==> images/gate_families.png <==
(4 px per um)
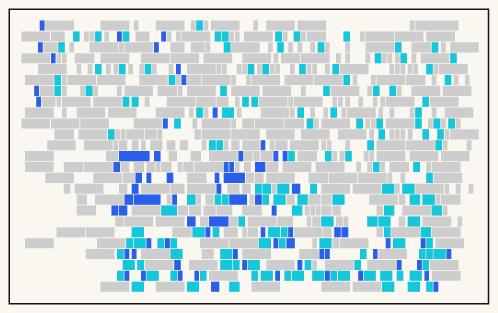
==> images/density.png <==
(3 px per um) The die is cut into 12 by 7 equal tiles; dark purple is low, yellow is high, 0 to 100% covered.
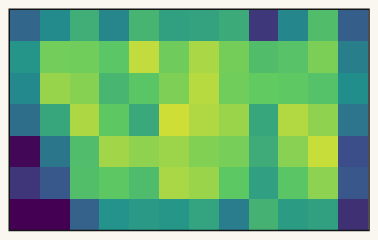
==> images/final_clocks.png <==
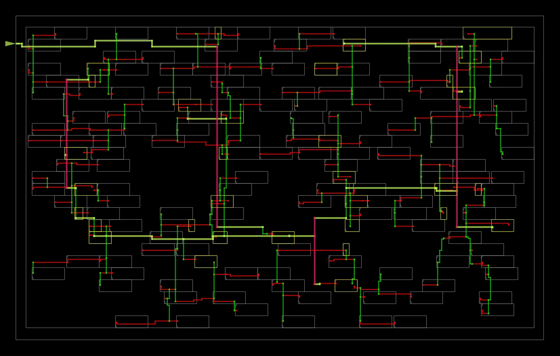
==> images/registers.png <==
(4 px per um) Other sequential cells in the stronger grey, the rest of the logic in the fainter grey.
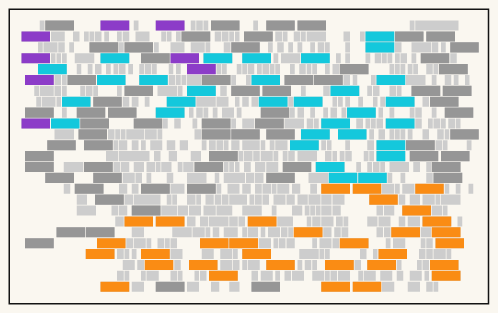
==> images/port_nets.png <==
(4 px per um)
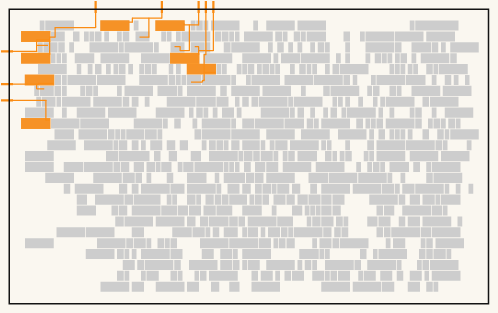
$ cat src/rtl/spi_frame_slave.sv
// SPI target for the host link. spi_clk/cs/frame/mosi are oversampled on clk,
// data moves LSB-first. Frame mode (spi_frame=0) carries 32-bit words and OOB
// mode (spi_frame=1) carries standalone bytes. Received words/bytes go to the
// command decoder, and response words/status bytes are returned on spi_miso.
module spi_frame_slave #(
    parameter int          SYNC_STAGES  = 2,
    parameter logic [31:0] TX_IDLE_WORD = 32'h0000_0000
) (
    input  logic        clk,
    input  logic        rst_n,
    input  logic        spi_clk,
    input  logic        spi_mosi,
    output logic        spi_miso,
    input  logic        spi_cs,
    input  logic        spi_frame,
    output logic [31:0] rx_word,
    output logic        rx_word_valid,
    output logic [7:0]  rx_oob,
    output logic        rx_oob_valid,
    input  logic [31:0] tx_word,
    input  logic        tx_word_valid,
    output logic        tx_word_ready,
    output logic        tx_underrun,
    input  logic [7:0]  tx_oob,
    output logic        frame_start,
    output logic        frame_end
);

    typedef enum logic [1:0] {
        ST_IDLE = 2'd0,
        ST_OOB  = 2'd1,
        ST_WORD = 2'd2
    } state_t;

    // Each pipe has SYNC_STAGES synchroniser flops plus one alignment flop.
    // spi_clk and spi_frame have one further flop so that edges can be
    // detected. Every line reaches its "current" tap with the same latency,
    // so a cs/frame change and an spi_clk edge issued together by the master
    // are seen in the same clk cycle.
    localparam int SL = SYNC_STAGES + 1;
    localparam int EL = SYNC_STAGES + 2;

    logic [EL-1:0] sclk_pipe_r;
    logic [EL-1:0] frame_pipe_r;
    logic [SL-1:0] cs_pipe_r;
    logic [SL-1:0] mosi_pipe_r;

    logic          sclk_rise_s;
    logic          sclk_fall_s;
    logic          frame_rise_s;
    logic          frame_fall_s;
    logic          cs_s;
    logic          frame_s;
    logic          mosi_s;

    state_t        state_r;
    state_t        want_s;
    logic          change_s;
    logic [5:0]    last_bit_s;
    logic          rx_done_s;
    logic          tx_wrap_s;
    logic          load_oob_s;
    logic          load_word_s;
    logic [31:0]   tx_sr_next_s;

    logic [5:0]    bit_cnt_r;
    logic [5:0]    tx_cnt_r;
    logic [31:0]   rx_sr_r;
    logic [31:0]   tx_sr_r;

    // Pin synchronisers. They are deliberately left out of reset so that they
    // keep tracking the pins during reset, and release produces no false edges.
    always_ff @(posedge clk) begin
        sclk_pipe_r  <= {sclk_pipe_r[EL-2:0], spi_clk};
        frame_pipe_r <= {frame_pipe_r[EL-2:0], spi_frame};
        cs_pipe_r    <= {cs_pipe_r[SL-2:0], spi_cs};
        mosi_pipe_r  <= {mosi_pipe_r[SL-2:0], spi_mosi};
    end

    assign cs_s         = cs_pipe_r[SL-1];
    assign mosi_s       = mosi_pipe_r[SL-1];
    assign frame_s      = frame_pipe_r[EL-2];
    assign sclk_rise_s  = sclk_pipe_r[EL-2] & ~sclk_pipe_r[EL-1];
    assign sclk_fall_s  = ~sclk_pipe_r[EL-2] & sclk_pipe_r[EL-1];
    assign frame_rise_s = frame_pipe_r[EL-2] & ~frame_pipe_r[EL-1];
    assign frame_fall_s = ~frame_pipe_r[EL-2] & frame_pipe_r[EL-1];

    // Target mode follows the synchronised cs/frame levels; any difference from the current state is a transition.
    always_comb begin
        want_s = ST_IDLE;
        if (cs_s) begin
            want_s = ST_IDLE;
        end else if (frame_s) begin
            want_s = ST_OOB;
        end else begin
            want_s = ST_WORD;
        end
    end

    assign change_s   = (want_s != state_r);
    assign last_bit_s = (state_r == ST_OOB) ? 6'd7 : 6'd31;

    // A completing rise still delivers its data when a transition occurs in the same cycle.
    assign rx_done_s  = sclk_rise_s && (state_r != ST_IDLE) && (bit_cnt_r == last_bit_s);

    // A final fall that coincides with a transition does not reload: the entry load, or IDLE, takes over.
    assign tx_wrap_s  = sclk_fall_s && (state_r != ST_IDLE) && !change_s && (tx_cnt_r == last_bit_s);

    assign load_oob_s  = (change_s && (want_s == ST_OOB))  || (tx_wrap_s && (state_r == ST_OOB));
    assign load_word_s = (change_s && (want_s == ST_WORD)) || (tx_wrap_s && (state_r == ST_WORD));

    // Next transmit shift register: a load takes priority over a shift on spi_clk fall.
    always_comb begin
        tx_sr_next_s = tx_sr_r;
        if (load_oob_s) begin
            tx_sr_next_s = {24'h00_0000, tx_oob};
        end else if (load_word_s) begin
            tx_sr_next_s = tx_word_valid ? tx_word : TX_IDLE_WORD;
        end else if (sclk_fall_s && (state_r != ST_IDLE) && !change_s) begin
            tx_sr_next_s = {1'b0, tx_sr_r[31:1]};
        end else begin
            tx_sr_next_s = tx_sr_r;
        end
    end

    // Mode FSM, bit counters, shift registers and all registered outputs.
    always_ff @(posedge clk) begin
        if (!rst_n) begin
            state_r       <= ST_IDLE;
            bit_cnt_r     <= 6'd0;
            tx_cnt_r      <= 6'd0;
            rx_sr_r       <= 32'h0000_0000;
            tx_sr_r       <= 32'h0000_0000;
            spi_miso      <= 1'b0;
            rx_word       <= 32'h0000_0000;
            rx_word_valid <= 1'b0;
            rx_oob        <= 8'h00;
            rx_oob_valid  <= 1'b0;
            tx_word_ready <= 1'b0;
            tx_underrun   <= 1'b0;
            frame_start   <= 1'b0;
            frame_end     <= 1'b0;
        end else begin
            state_r       <= want_s;
            rx_word_valid <= 1'b0;
            rx_oob_valid  <= 1'b0;
            tx_word_ready <= load_word_s && tx_word_valid;
            tx_underrun   <= load_word_s && !tx_word_valid;
            frame_start   <= frame_fall_s;
            frame_end     <= frame_rise_s;

            if (rx_done_s) begin
                if (state_r == ST_OOB) begin
                    rx_oob       <= {mosi_s, rx_sr_r[31:25]};
                    rx_oob_valid <= 1'b1;
                end else begin
                    rx_word       <= {mosi_s, rx_sr_r[31:1]};
                    rx_word_valid <= 1'b1;
                end
            end

            if (sclk_rise_s && (state_r != ST_IDLE)) begin
                rx_sr_r <= {mosi_s, rx_sr_r[31:1]};
            end

            if (change_s) begin
                bit_cnt_r <= 6'd0;
                tx_cnt_r  <= 6'd0;
            end else if (state_r != ST_IDLE) begin
                if (sclk_rise_s) begin
                    bit_cnt_r <= rx_done_s ? 6'd0 : bit_cnt_r + 6'd1;
                end
                if (sclk_fall_s) begin
                    tx_cnt_r <= tx_wrap_s ? 6'd0 : tx_cnt_r + 6'd1;
                end
            end

            tx_sr_r  <= tx_sr_next_s;
            spi_miso <= (want_s == ST_IDLE) ? 1'b0 : tx_sr_next_s[0];
        end
    end

endmodule

$ cat config.mk
export PLATFORM = sky130hd
export DESIGN_NAME = spi_frame_slave
export DESIGN_NICKNAME = d
export VERILOG_FILES = /design/src/rtl/spi_frame_slave.sv
export SDC_FILE = /design/constraint.sdc
export NUM_CORES = 1
export LEC_CHECK = 0
export CAP_MARGIN = 25
export CORE_ASPECT_RATIO = 0.6
export CORE_MARGIN = 2
export CORE_UTILIZATION = 65
export CTS_BUF_LIST = sky130_fd_sc_hd__clkbuf_8
export DETAILED_ROUTE_END_ITERATION = 10
export DONT_BUFFER_PORTS = 1
export PLACE_DENSITY = 0.85
export SYNTH_ARGS = -nofsm -noshare
export SYNTH_HDL_FRONTEND = slang
export SYNTH_SLANG_ARGS = --single-unit
$ cat constraint.sdc
create_clock -name clk -period 3.2 [get_ports clk]
set_input_delay 0.64 -clock clk [delete_from_list [all_inputs] [get_ports clk]]
set_output_delay 0.64 -clock clk [all_outputs]
set_load 0.005 [all_outputs]
==> qor.yml <==
outcome: "finished clean"
nonClkBufAreaFrac_pct: 0.8125
antenna_found_initial: 0
hpwl_um: 7392
required_ns: 3.56
p_total_w: 0.003161
internal_power_w: 0.002430
use_met2_pct: 40.23
seqPwrFrac_pct: 56.2
crit_cells: 5
drtAntennaViolNets: 0
fin_crit_sh_pct: 72.71
min_to: "mosi_pipe_r[0]"
drc: 0
hp-start: "spi_mosi"
skew_ns: 0.01396
tightest_slew_ns: 0.8044
path_max_fanout: 24
pg_comb_w: 0.000137
cts_sinks: 138
final_nets: 636
p_per_area_mw_per_mm2: 570.1
fin_ws_ns: 0.8734
ys_async_sr_fraction_pct: 0
largestPowerGroup: "sequential cells"
yosys_warnings: 0
hold_slack_ns: 0.2294
via_count: 4188
grt.busiest_layer: "met2"
cts_buffers: 17
grt_use_met3_pct: 8.230
first_global_vias: 3814
finalSetupViolCount: 0
use_met1_pct: 36.20
synth.area.mux_share_pct: 1.758
syn-instance-count: 601
fin_crit_ns: 2.327
p_leak_nw: 1.998
seq_area_sq_mm: 0.002763
switching_share_pct: 23.12
fa_ha_area_share_pct: 0.4816
seq_share_pct: 49.83
holdBufCountCts: 0
critPathTopFamily: "simple AND/OR/NAND/NOR gates"
yosys_area_sq_mm: 0.005196
ys_cells: 601
slew_violations: 0
cp-end-kind: "register"
ys_seq_share_pct: 53.17
largestClassByArea: "sequential cells"
fp.dieW_um: 119.4
drive_above_1_share_pct: 7.833
rr_worst_depth: 5
die_h_um: 73.26
chipArea_sq_mm: 0.008749
placed_cell_area_sq_mm: 0.005191
clock-root-buffer: "clkbuf_8"
lay_top_cells: "nand2_1, dfxtp_1, a21oi_1, nor2_1"
clk_pin_slew_ns: 0.07
wl_met3_um: 850
ys_ff: 138
top_cell: "nand2_1"
crit_path_start: "state_r[0]"
edf_count: 0
grt_overflow_total: 0
peakVddDrop_mv: 0.3621
num_rows: 25
common_cells: "nand2_1, dfxtp_1, a21oi_1"
nNonClkInverters: 8
synth-xor-area-share_pct: 1.348
drtPass1Iterations: 5
About gate_families.png:
inverting AOI/OAI gates -> cyan  # cells 143, most used a21oi_1, where all over the die
NOR gates -> blue  # cells 73, most used nor2_1
multi-input combinational area share: 40.01%
most used logic cell in the final layout: nand2_1

About density.png:
densest ninth of the die = centre
emptiest ninth of the die = lower left
fullest tile = 93%
tiles over 75% full = 35%
nearly empty tiles = 3.6%
area of the core: 0.007820 sq mm
Core Util at FP: 66.45%
Finished Core Util: 70.90%

About final_clocks.png:
clk latency late pin: 0.43 ns
Flops: 138

About registers.png:
tx_sr_r -> orange  # flops 32
rx_oob -> purple  # flops 8, where upper left
rx_sr_r -> cyan  # flops 31

About port_nets.png:
rx_oob -> orange  # bits 8, direction output, end cells 8, wire 144 um
number of I/O port buffers: 0
Top-Level Pins: 94

